**src/rtl/core_pkg.sv**
```systemverilog
// core_pkg: shared types and width defaults for the program-counter sequencer.
package core_pkg;
    localparam int PC_W_DEF  = 12;
    localparam int OFF_W_DEF = 8;

    typedef enum logic [1:0] {S_IDLE, S_RUN, S_DONE} state_e;

    typedef enum logic [2:0] {NPC_SEQ, NPC_BR, NPC_RET, NPC_HOLD, NPC_START} npc_sel_e;
endpackage

```
**src/rtl/pc_sequencer_ras_stack.sv**
```systemverilog
// ras_stack: circular return-address stack; a push when full overwrites the oldest entry.
module ras_stack #(
    parameter int WIDTH = 12,
    parameter int DEPTH = 4
) (
    input  logic             clk,
    input  logic             reset,
    input  logic             clear,
    input  logic             push,
    input  logic             pop,
    input  logic [WIDTH-1:0] push_data,
    output logic [WIDTH-1:0] top,
    output logic             empty,
    output logic             full
);
    localparam int PW = $clog2(DEPTH);
    localparam int CW = $clog2(DEPTH + 1);

    logic [WIDTH-1:0] mem_q [DEPTH];
    logic [PW-1:0]    ptr_q, ptr_d, top_idx;
    logic [CW-1:0]    cnt_q, cnt_d;

    assign empty   = cnt_q == '0;
    assign full    = cnt_q == CW'(DEPTH);
    assign top_idx = ptr_q - 1'b1;
    assign top     = mem_q[top_idx];

    // ptr_q is the next write slot; wrapping it is what discards the oldest entry
    always_comb begin
        ptr_d = clear ? '0 : push ? ptr_q + 1'b1 : (pop && !empty) ? ptr_q - 1'b1 : ptr_q;
        cnt_d = clear ? '0 : push ? (full ? cnt_q : cnt_q + 1'b1) : (pop && !empty) ? cnt_q - 1'b1 : cnt_q;
    end

    always_ff @(posedge clk) begin
        if (reset) begin
            ptr_q <= '0;
            cnt_q <= '0;
        end else begin
            ptr_q <= ptr_d;
            cnt_q <= cnt_d;
        end
    end

    always_ff @(posedge clk) begin
        if (push && !clear)
            mem_q[ptr_q] <= push_data;
    end
endmodule

```
**src/rtl/pc_sequencer.sv**
```systemverilog
// pc_sequencer: program counter with start/run/done control, stall, halt and call/return stack.
module pc_sequencer import core_pkg::*; #(
    parameter int              PC_W       = PC_W_DEF,
    parameter int              OFF_W      = OFF_W_DEF,
    parameter int              RAS_DEPTH  = 4,
    parameter logic [PC_W-1:0] START_ADDR = '0
) (
    input  logic             clk,
    input  logic             reset,
    input  logic             start,
    input  logic             stall,
    input  logic             halt,
    input  logic             branch_take,
    input  logic             call,
    input  logic             ret,
    input  logic [OFF_W-1:0] branch_off,
    output logic [PC_W-1:0]  pc,
    output logic             pc_valid,
    output logic             done,
    output logic             ras_overflow,
    output logic             ras_underflow
);
    localparam int EW = PC_W > OFF_W ? PC_W : OFF_W;

    state_e          state_q, state_d;
    npc_sel_e        sel;
    logic [PC_W-1:0] pc_q, pc_d, pc_inc, pc_br, ras_top;
    logic [EW-1:0]   off_ext;
    logic            ovf_q, ovf_d, unf_q, unf_d;
    logic            live, push, pop, ras_empty, ras_full;

    // live: a non-stalled RUN cycle where the decoded controls actually take effect
    assign live    = state_q == S_RUN && !stall && !start;
    assign push    = live && !halt && !ret && call;
    assign pop     = live && !halt && ret && !ras_empty;
    assign off_ext = EW'($signed(branch_off));
    assign pc_inc  = pc_q + 1'b1;
    assign pc_br   = pc_inc + off_ext[PC_W-1:0];

    ras_stack #(.WIDTH(PC_W), .DEPTH(RAS_DEPTH)) u_ras (
        .clk       (clk),
        .reset     (reset),
        .clear     (start),
        .push      (push),
        .pop       (pop),
        .push_data (pc_inc),
        .top       (ras_top),
        .empty     (ras_empty),
        .full      (ras_full)
    );

    always_ff @(posedge clk) begin
        if (reset) begin
            state_q <= S_IDLE;
            pc_q    <= START_ADDR;
            ovf_q   <= 1'b0;
            unf_q   <= 1'b0;
        end else begin
            state_q <= state_d;
            pc_q    <= pc_d;
            ovf_q   <= ovf_d;
            unf_q   <= unf_d;
        end
    end

    always_comb begin
        state_d = start ? S_RUN : (live && halt) ? S_DONE : state_q;
        sel     = start ? NPC_START : (!live || halt) ? NPC_HOLD :
                  ret ? (ras_empty ? NPC_SEQ : NPC_RET) :
                  (call || branch_take) ? NPC_BR : NPC_SEQ;
        ovf_d   = !start && (ovf_q || (push && ras_full));
        unf_d   = !start && (unf_q || (live && !halt && ret && ras_empty));
        case (sel)
            NPC_SEQ:   pc_d = pc_inc;
            NPC_BR:    pc_d = pc_br;
            NPC_RET:   pc_d = ras_top;
            NPC_START: pc_d = START_ADDR;
            default:   pc_d = pc_q;
        endcase
    end

    always_comb begin
        pc_valid      = state_q == S_RUN && !stall;
        done          = state_q == S_DONE;
        pc            = pc_q;
        ras_overflow  = ovf_q;
        ras_underflow = unf_q;
    end
endmodule

```
**config.mk**
```make
export PLATFORM = sky130hd
export DESIGN_NAME = pc_sequencer
export DESIGN_NICKNAME = d
export VERILOG_FILES = /design/src/rtl/core_pkg.sv /design/src/rtl/pc_sequencer_ras_stack.sv /design/src/rtl/pc_sequencer.sv
export SDC_FILE = /design/constraint.sdc
export NUM_CORES = 1
export LEC_CHECK = 0
export ABC_AREA = 1
export CAP_MARGIN = 20
export CELL_PAD_IN_SITES_DETAIL_PLACEMENT = 0
export CELL_PAD_IN_SITES_GLOBAL_PLACEMENT = 1
export CORE_MARGIN = 5
export CORE_UTILIZATION = 47
export CTS_CLUSTER_SIZE = 40
export DETAILED_ROUTE_END_ITERATION = 6
export PLACE_DENSITY = 0.85
export SKIP_LAST_GASP = 1
export SLEW_MARGIN = 20
export SYNTH_ARGS = -nofsm -noshare
export SYNTH_HDL_FRONTEND = slang
export SYNTH_SLANG_ARGS = --single-unit
```
**constraint.sdc**
```tcl
create_clock -name clk -period 7.9 [get_ports clk]
set_clock_uncertainty 0.15 [all_clocks]
set_input_delay 1.58 -clock clk [delete_from_list [all_inputs] [get_ports clk]]
set_output_delay 1.58 -clock clk [all_outputs]
set_load 0.05 [all_outputs]
```
Figure 1. Signal wires by layer (run 1).
Drawn at 3 px/um.
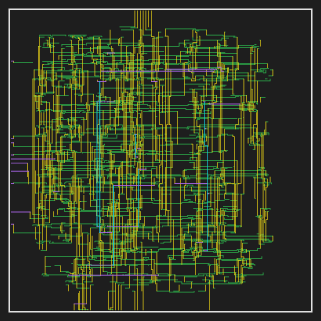
[purple] met3 | wire length: 210 um
[green] met1 | wire length: 4270 um
[cyan] met4 | wire length: 195 um
[yellow] met2 | wire length: 4310 um
GRT Total Usage: 18.7%
routed len/inst: 15.1 um
vias post-DR: 3066

Figure 2. Clock distribution (run 1).
Drawn at 4 px/um.
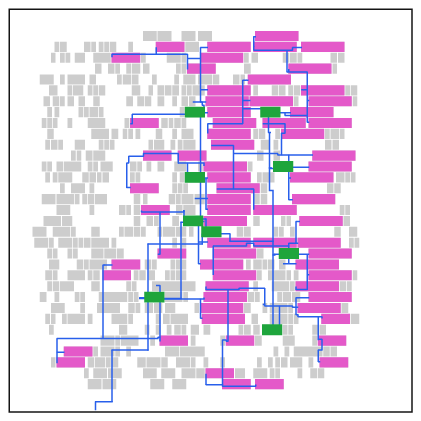
[green] cells driving clock nets | count: 9
[blue] clock wires | length: 823 um
[magenta] flip-flops | count: 69
routed clock nets: 10
Late-Pin Clk Latency: 0.34 ns
clock-net power: 0.000277 W
Clock power frac: 34.9%

==> results.cfg, run 1 <==
; synthesis and place-and-route metrics
[pwr]
p_total_w = 0.000794
sw_frac_of_total_pct = 27.0
p_int_w = 0.000579
p_seq_w = 0.000399
p_leak_nw = 1.80
power_frac_comb_pct = 14.9
p_comb_w = 0.000118
ir_worst_vdd_mv = 0.0918
power_density_mw_per_mm2 = 179

[critical_path]
startpoint_type = input pin
crit_path_end_kind = primary output
arrival_ns = 3.02
crit_chain = clkdlybuf4s50_1 > inv_1 > nand3_2 > inv_1 > clkdlybuf4s50_1
cp-endpoint = pc_valid
timing.rr.end = pc[4]
slowest_stage = clkdlybuf4s50_1
r2r_slack_ns = 4.30
worstPathRequired_ns = 6.17
crit_fanout = 2
crit_buf_inv = 4
crit_path_max_incr_delay_ns = 0.80

[finish]
drive_gt1_share_pct = 6.73
largest_cell_class = sequential cells
antenna_cells = 0
area.growth.synth_to_final_pct = 15.5
comb_area_share_pct = 38.4
layout_top_cell = nand2_1
clock_buffers = 9
buffers = 31
fillers = 773
lay_top_cells = nand2_1 (78), nor2_1 (59), inv_1 (56), edfxtp_1 (48), o21ai_0 (40)
regMostFlops = u_ras.mem_q
flop_area_sq_mm = 0.00186

[route]
ant_nets = 0
drt-met1-wl_um = 4270
drt_iter0_markers = 111
wirelength_um = 8980
drt_pass1_iterations = 4

[yosys]
yosysChipArea_sq_mm = 0.00383
ys_sh_adder_pct = 6.92
ys_sh_aoi_pct = 13.0
ys_ff = 69
ys_cells = 453
synth_cells = 453
most_common_cell = nand2_1
synth_warnings = 0
common_cells = nand2_1 (78), nor2_1 (61), inv_1 (56)
ys.flop_type = edfxtp_1
top_logic_kind = simple AND/OR/NAND/NOR gates
yosysUniqueCellTypes = 35
netlist_area_sq_mm = 0.00383
syn-mean-instance-area_sq_um = 8.47
mux_area_share_pct = 0
ys_sh_xor_pct = 2.74
area_leaders = edfxtp_1 (38%), dfxtp_1 (11%), nand2_1 (7.6%)

[cts]
clockBufferDepth = 2
path_clk_slew_ns = 0.08
cts_root_buf = clkbuf_8
cts-resized-gates = 0
post_cts_buffers = 0
cts-htree-levels = 3
cts_tree = built

[die]
pin_count = 32
taps = 105
die_area_sq_mm = 0.0101
initial_utilization_pct = 47.4
die_w_um = 100
die_y_um = 100

[placement]
gp_congestion = 0.863
dp_slack_ns = 3.14
place_area_sq_mm = 0.00424
place_inst = 579

[sta]
hold_viol = 0
setup_viol = 0
whs_ns = 0.318
setup_tns_ns = 0
worstMarginPinSlew_ns = 1.13
rsz0062_at_grt = false
drv_slew = 0
fmax_mhz = 210
period_used_pct = 60.2
slew_headroom_pct = 24.1

[hold_path]
hold_end = ras_overflow
hold_class = reg2reg
hold_start = ras_overflow

[grt]
grtUsageMet3_pct = 1.81
use_met1_pct = 24.9
overflow = 0
grt_pass1_vias = 2963
grt_pass1_wl_um = 14600
grt_max_degree = 29
busiest_layer = met2
met2_usage_pct = 31.1
antenna_found_initial = 0

[job]
log.warning_count = 31

[run_status]
status = finished, final reports clean
Figure 3. Clock nets (run 1).
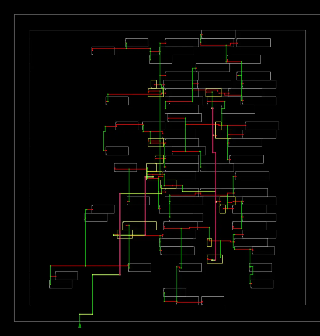
CTS Sinks: 69
clock buffer count from CTS: 9
registers: 69

Figure 4. Metal 3 (run 1).
Drawn at 4 px/um.
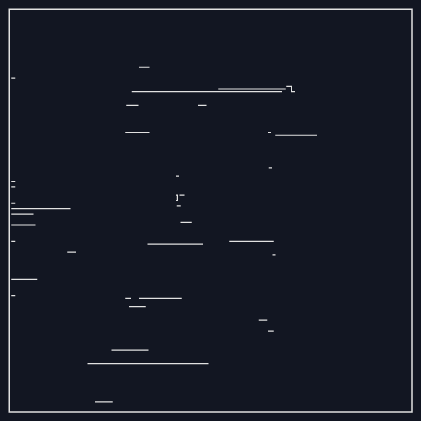

==> run 1 -> run 2 <==
--- a/config.mk
+++ b/config.mk
@@ -10,10 +10,10 @@
 export CELL_PAD_IN_SITES_DETAIL_PLACEMENT = 0
 export CELL_PAD_IN_SITES_GLOBAL_PLACEMENT = 1
 export CORE_MARGIN = 5
-export CORE_UTILIZATION = 47
+export CORE_UTILIZATION = 44
 export CTS_CLUSTER_SIZE = 40
 export DETAILED_ROUTE_END_ITERATION = 6
-export PLACE_DENSITY = 0.85
+export PLACE_DENSITY = 0.81
 export SKIP_LAST_GASP = 1
 export SLEW_MARGIN = 20
 export SYNTH_ARGS = -nofsm -noshare
==> constraint.sdc (replaced) <==
create_clock -name clk -period 4.5 [get_ports clk]
set_clock_uncertainty 0.15 [all_clocks]
set_input_delay 0.9 -clock clk [delete_from_list [all_inputs] [get_ports clk]]
set_output_delay 0.9 -clock clk [all_outputs]
set_load 0.05 [all_outputs]
Figure 5. Metal 3 (run 2).
Drawn at 4 px/um.
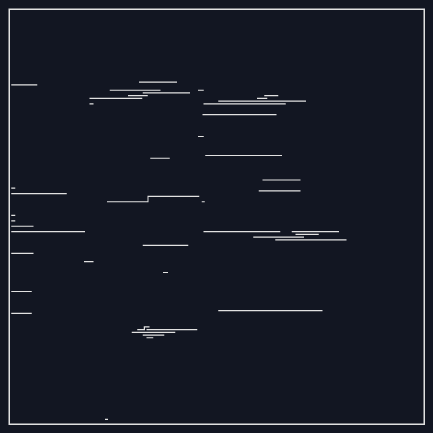
main direction: horizontal
wire length on this layer: 385 um
share of all routed wire: 4.3%
drt total wl: 8920 um
vias post-DR: 3091
met3 track demand over resource: 2.48%

Figure 6. Clock distribution (run 2).
Drawn at 4 px/um.
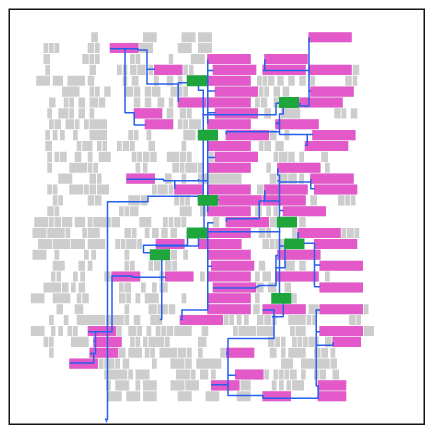
[blue] clock wires | length: 746 um
[magenta] flip-flops | count: 69
[green] cells driving clock nets | count: 9
routed clock nets: 10
Clock power frac: 35.1%
Late-Pin Clk Latency: 0.33 ns

==> run 2 against run 1 <==
Effect of this change:
- via count rose by 0.82%
- count of clock-buffer cells in the layout increased by 1
- area after synthesis did not move
- utilization is 2.7 points lower
- cell area grew 0.90%
- sequential share of layout area down 0.38 points
- combinational power up 78%
- clock power is 78% higher
- setup slack got worse by 2.0 ns
- largest power group unchanged
- critical path depth is the same
==> results.cfg, run 2 <==
; synthesis and place-and-route metrics
[run_status]
status = finished, final reports clean

[yosys]
floorplan.nets = 489
ys.flop_type = edfxtp_1
most_common_cell = nand2_1
common_cells = nand2_1 (78), nor2_1 (61), inv_1 (56)
ys_async_sr_fraction_pct = 0
ys_sh_aoi_pct = 13.0
synth_seq_share_pct = 48.5
ys_sh_adder_pct = 6.92
ys_cells = 453
synth_cells = 453
netlist_area_sq_mm = 0.00383
synth_warnings = 0
ys_ff = 69
ys_sh_simple_pct = 21.6
top_logic_kind = simple AND/OR/NAND/NOR gates
yosysUniqueCellTypes = 35
mux_area_share_pct = 0
yosysChipArea_sq_mm = 0.00383
yosysTopAreaCell = edfxtp_1
area_leaders = edfxtp_1 (38%), dfxtp_1 (11%), nand2_1 (7.6%)
ys_sh_xor_pct = 2.74
edf_count = 48
syn-mean-instance-area_sq_um = 8.47

[finish]
largest_cell_class = sequential cells
regMostFlops = u_ras.mem_q
final_nets = 525
antenna_cells = 0
largest_reg_flops = 48
lay_top_cells = nand2_1 (78), nor2_1 (61), inv_1 (56), edfxtp_1 (48), o21ai_0 (40)
clock_buffers = 10
flop_area_sq_mm = 0.00186
area.growth.synth_to_final_pct = 16.6
inverters = 62
seq_area_share_pct = 41.6
layout.nonclk_buf_share_pct = 7.61
fillers = 827
clk_share_pct = 4.48
buffers = 35
stdcell_count = 602
final_area_sq_mm = 0.00447
utilization_pct = 52.0
layout_top_cell = nand2_1
comb_area_share_pct = 38.0
drive_gt1_share_pct = 7.09
logic_gates = 312
seq_cells = 69

[route]
drc = 0
drt_pass1_iterations = 4
drt_iter0_markers = 144
wl_per_cell_um = 14.8
viasPerCell = 5.13
ant_nets = 0
drt-met1-wl_um = 4260
highest_layer = met4

[cts]
cts_buffers = 9
holdBufCountCts = 0
cts-resized-gates = 0
cts-htree-levels = 3
clockBufferDepth = 2
cts_root_buf = clkbuf_8
clock_sinks = 69
cts_tree = built
post_cts_buffers = 0
path_clk_slew_ns = 0.08

[critical_path]
slowest_stage = clkdlybuf4s50_1
crit_buf_inv = 4
crit_fanout = 2
worstPathRequired_ns = 3.45
crit_path_max_incr_delay_ns = 0.80
crit_family = buffers and inverters
cp-startpoint = stall
criticalPathCategory = in2out
r2r_slack_ns = 1.29
crit_chain = clkdlybuf4s50_1 > inv_1 > nand3_2 > inv_1 > clkdlybuf4s50_1
startpoint_type = input pin
arrival_ns = 2.35
crit_path_end_kind = primary output
cp-endpoint = pc_valid
reg2reg_depth = 17
reg2reg_from = pc[0]
path_depth = 5
timing.rr.end = pc[11]

[placement]
port-buffer-count = 31
dp_slack_ns = 1.10
place_inst = 586
place_area_sq_mm = 0.00427
dp_hpwl_um = 6800
gp_congestion = 0.889

[sta]
hold_viol = 0
setup_viol = 0
layout_setup_ws_ns = 1.10
whs_ns = 0.326
rsz0062_at_grt = false
worstMarginPinSlew_ns = 0.919
period_used_pct = 75.4
slew_headroom_pct = 38.5
fmax_mhz = 295
setup_tns_ns = 0
drv_slew = 0
period_needed_ns = 3.40

[pwr]
power_frac_comb_pct = 15.0
sw_frac_of_total_pct = 26.3
ir_worst_vdd_mv = 0.126
p_leak_nw = 1.82
power_density_mw_per_mm2 = 314
p_clk_w = 0.000492
seqPwrFrac_pct = 49.9
p_comb_w = 0.000210
p_total_w = 0.00140
p_switching_w = 0.000369
p_seq_w = 0.000700
power_leader = sequential cells
p_int_w = 0.00103

[grt]
overflow = 0
grt_max_degree = 29
track_usage_pct = 17.7
antenna_found_initial = 0
grt_pass1_wl_um = 14500
grt_pass1_vias = 2926
met2_usage_pct = 28.3
busiest_layer = met2
use_met1_pct = 25.0

[die]
row_count = 34
die_y_um = 103
pin_count = 32
taps = 108
initial_utilization_pct = 44.6
die_area_sq_mm = 0.0107
core_sq_mm = 0.00859
die_w_um = 103

[hold_path]
hold_path_depth = 1
hold_end = ras_overflow
hold_class = reg2reg
hold_start = ras_overflow

[job]
cap_violations = 0
log.warning_count = 31
Figure 7. Signal wires by layer (run 2).
Drawn at 3 px/um.
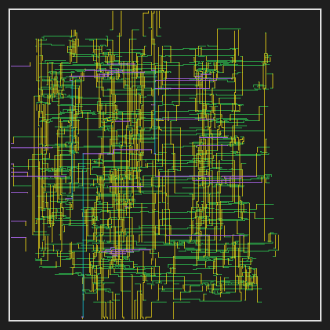

==> run 2 -> run 3 <==
--- a/config.mk
+++ b/config.mk
@@ -10,10 +10,10 @@
 export CELL_PAD_IN_SITES_DETAIL_PLACEMENT = 0
 export CELL_PAD_IN_SITES_GLOBAL_PLACEMENT = 1
 export CORE_MARGIN = 5
-export CORE_UTILIZATION = 44
+export CORE_UTILIZATION = 40
 export CTS_CLUSTER_SIZE = 40
 export DETAILED_ROUTE_END_ITERATION = 6
-export PLACE_DENSITY = 0.81
+export PLACE_DENSITY = 0.77
 export SKIP_LAST_GASP = 1
 export SLEW_MARGIN = 20
 export SYNTH_ARGS = -nofsm -noshare
==> constraint.sdc (replaced) <==
create_clock -name clk -period 2.73 [get_ports clk]
set_clock_uncertainty 0.15 [all_clocks]
set_input_delay 0.546 -clock clk [delete_from_list [all_inputs] [get_ports clk]]
set_output_delay 0.546 -clock clk [all_outputs]
set_load 0.05 [all_outputs]
Figure 8. Signal wires by layer (run 3).
Drawn at 2 px/um.
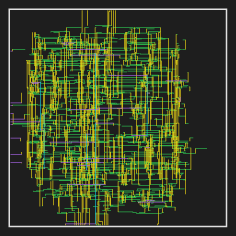
[yellow] met2 | wire length: 4560 um
[purple] met3 | wire length: 321 um
[green] met1 | wire length: 4550 um
[cyan] met4 | wire length: 181 um
drt total wl: 9620 um
vias post-DR: 3224
routed len/inst: 14.8 um
GRT Total Usage: 17.6%

Figure 9. Clock nets (run 3).
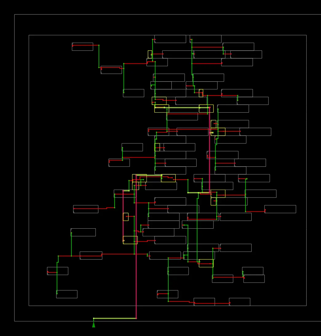
clock-net power: 0.000699 W
clkbuf count: 11

==> run 3 against run 2 <==
Effect of this change:
- sequential power is 64% higher
- first-iteration DRC count is 31% higher
- clock power is 42% higher
- area after synthesis stayed put
- flip-flop count stayed put
- count of clock-buffer cells in the layout is 1 higher
- cell area is 7.9% higher
- via count is 4.3% higher
- synthesized cell count stayed put
- cell count is 8.3% higher
- utilization is 0.083 points lower
==> results.cfg, run 3 <==
; synthesis and place-and-route metrics
[die]
initial_utilization_pct = 41.3
taps = 129
pin_count = 32

[route]
highest_layer = met4
ant_nets = 0
drt_iter0_markers = 188
drt_pass1_iterations = 4
drt-met1-wl_um = 4550
viasPerCell = 4.94

[sta]
period_used_pct = 93.9
period_needed_ns = 2.56
slew_headroom_pct = 65.1
setup_viol = 0
drv_slew = 0
setup_tns_ns = 0
whs_ns = 0.326
rsz0062_at_grt = true
hold_viol = 0
layout_setup_ws_ns = 0.166

[yosys]
ys_ff = 69
yosysUniqueCellTypes = 35
ys_sh_aoi_pct = 13.0
yosysChipArea_sq_mm = 0.00383
netlist_area_sq_mm = 0.00383
synth_warnings = 0
syn-mean-instance-area_sq_um = 8.47
ys_sh_adder_pct = 6.92
ys_sh_xor_pct = 2.74
mux_area_share_pct = 0
ys_sh_simple_pct = 21.6
ys_async_sr_fraction_pct = 0
edf_count = 48
most_common_cell = nand2_1
ys_cells = 453

[finish]
antenna_cells = 0
lay_top_cells = nand2_1 (76), nor2_1 (56), inv_1 (55), edfxtp_1 (48), o21ai_0 (36)
utilization_pct = 51.9
flop_area_sq_mm = 0.00187
seq_area_share_pct = 38.8
layout.nonclk_buf_share_pct = 11.8
fillers = 924
layout_top_cell = nand2_1
inverters = 62
clk_share_pct = 3.27
final_area_sq_mm = 0.00482
comb_area_share_pct = 37.8
largest_reg_flops = 48
buffers = 64

[critical_path]
cp-startpoint = pc[1]
crit_path_end_kind = flip-flop
arrival_ns = 2.65
path_depth = 19
reg2reg_from = pc[1]
crit_family = simple AND/OR/NAND/NOR gates
crit_fanout = 4
r2r_slack_ns = 0.17
criticalPathCategory = reg2reg
cp-endpoint = pc[11]
worstPathRequired_ns = 2.82
crit_chain = ha_1 > nand2_1 > inv_2 > nand3_4 > nor2_4 > xor2_2 > ha_4 > nand2_1 > inv_1 > nand2_1 > nand2_1 > nand2_1 > nand2_1 > nor2_2 > nand3_1 > nand3_1 > nand4_1 > nand2_1 > inv_1
startpoint_type = flip-flop

[pwr]
p_switching_w = 0.000632
power_density_mw_per_mm2 = 468
power_frac_comb_pct = 18.0
p_comb_w = 0.000407
pwr-share-clk_pct = 30.9
p_int_w = 0.00162
p_leak_nw = 1.97
power_leader = sequential cells
ir_worst_vdd_mv = 0.225
sw_frac_of_total_pct = 28.0

[job]
log.warning_count = 32

[placement]
place_inst = 631
dp_slack_ns = -0.0740
dp_hpwl_um = 7180

[cts]
cts-resized-gates = 2
cts_root_buf = clkbuf_8
holdBufCountCts = 0

[hold_path]
hold_start = ras_overflow
hold_class = reg2reg
hold_path_depth = 1

[grt]
use_met1_pct = 24.2
grt_pass1_vias = 3168
overflow = 0
grt_max_degree = 28
grtUsageMet3_pct = 2.94
met2_usage_pct = 28.1

[run_status]
status = finished, final reports clean
Power is estimated from default activity; no workload was simulated.
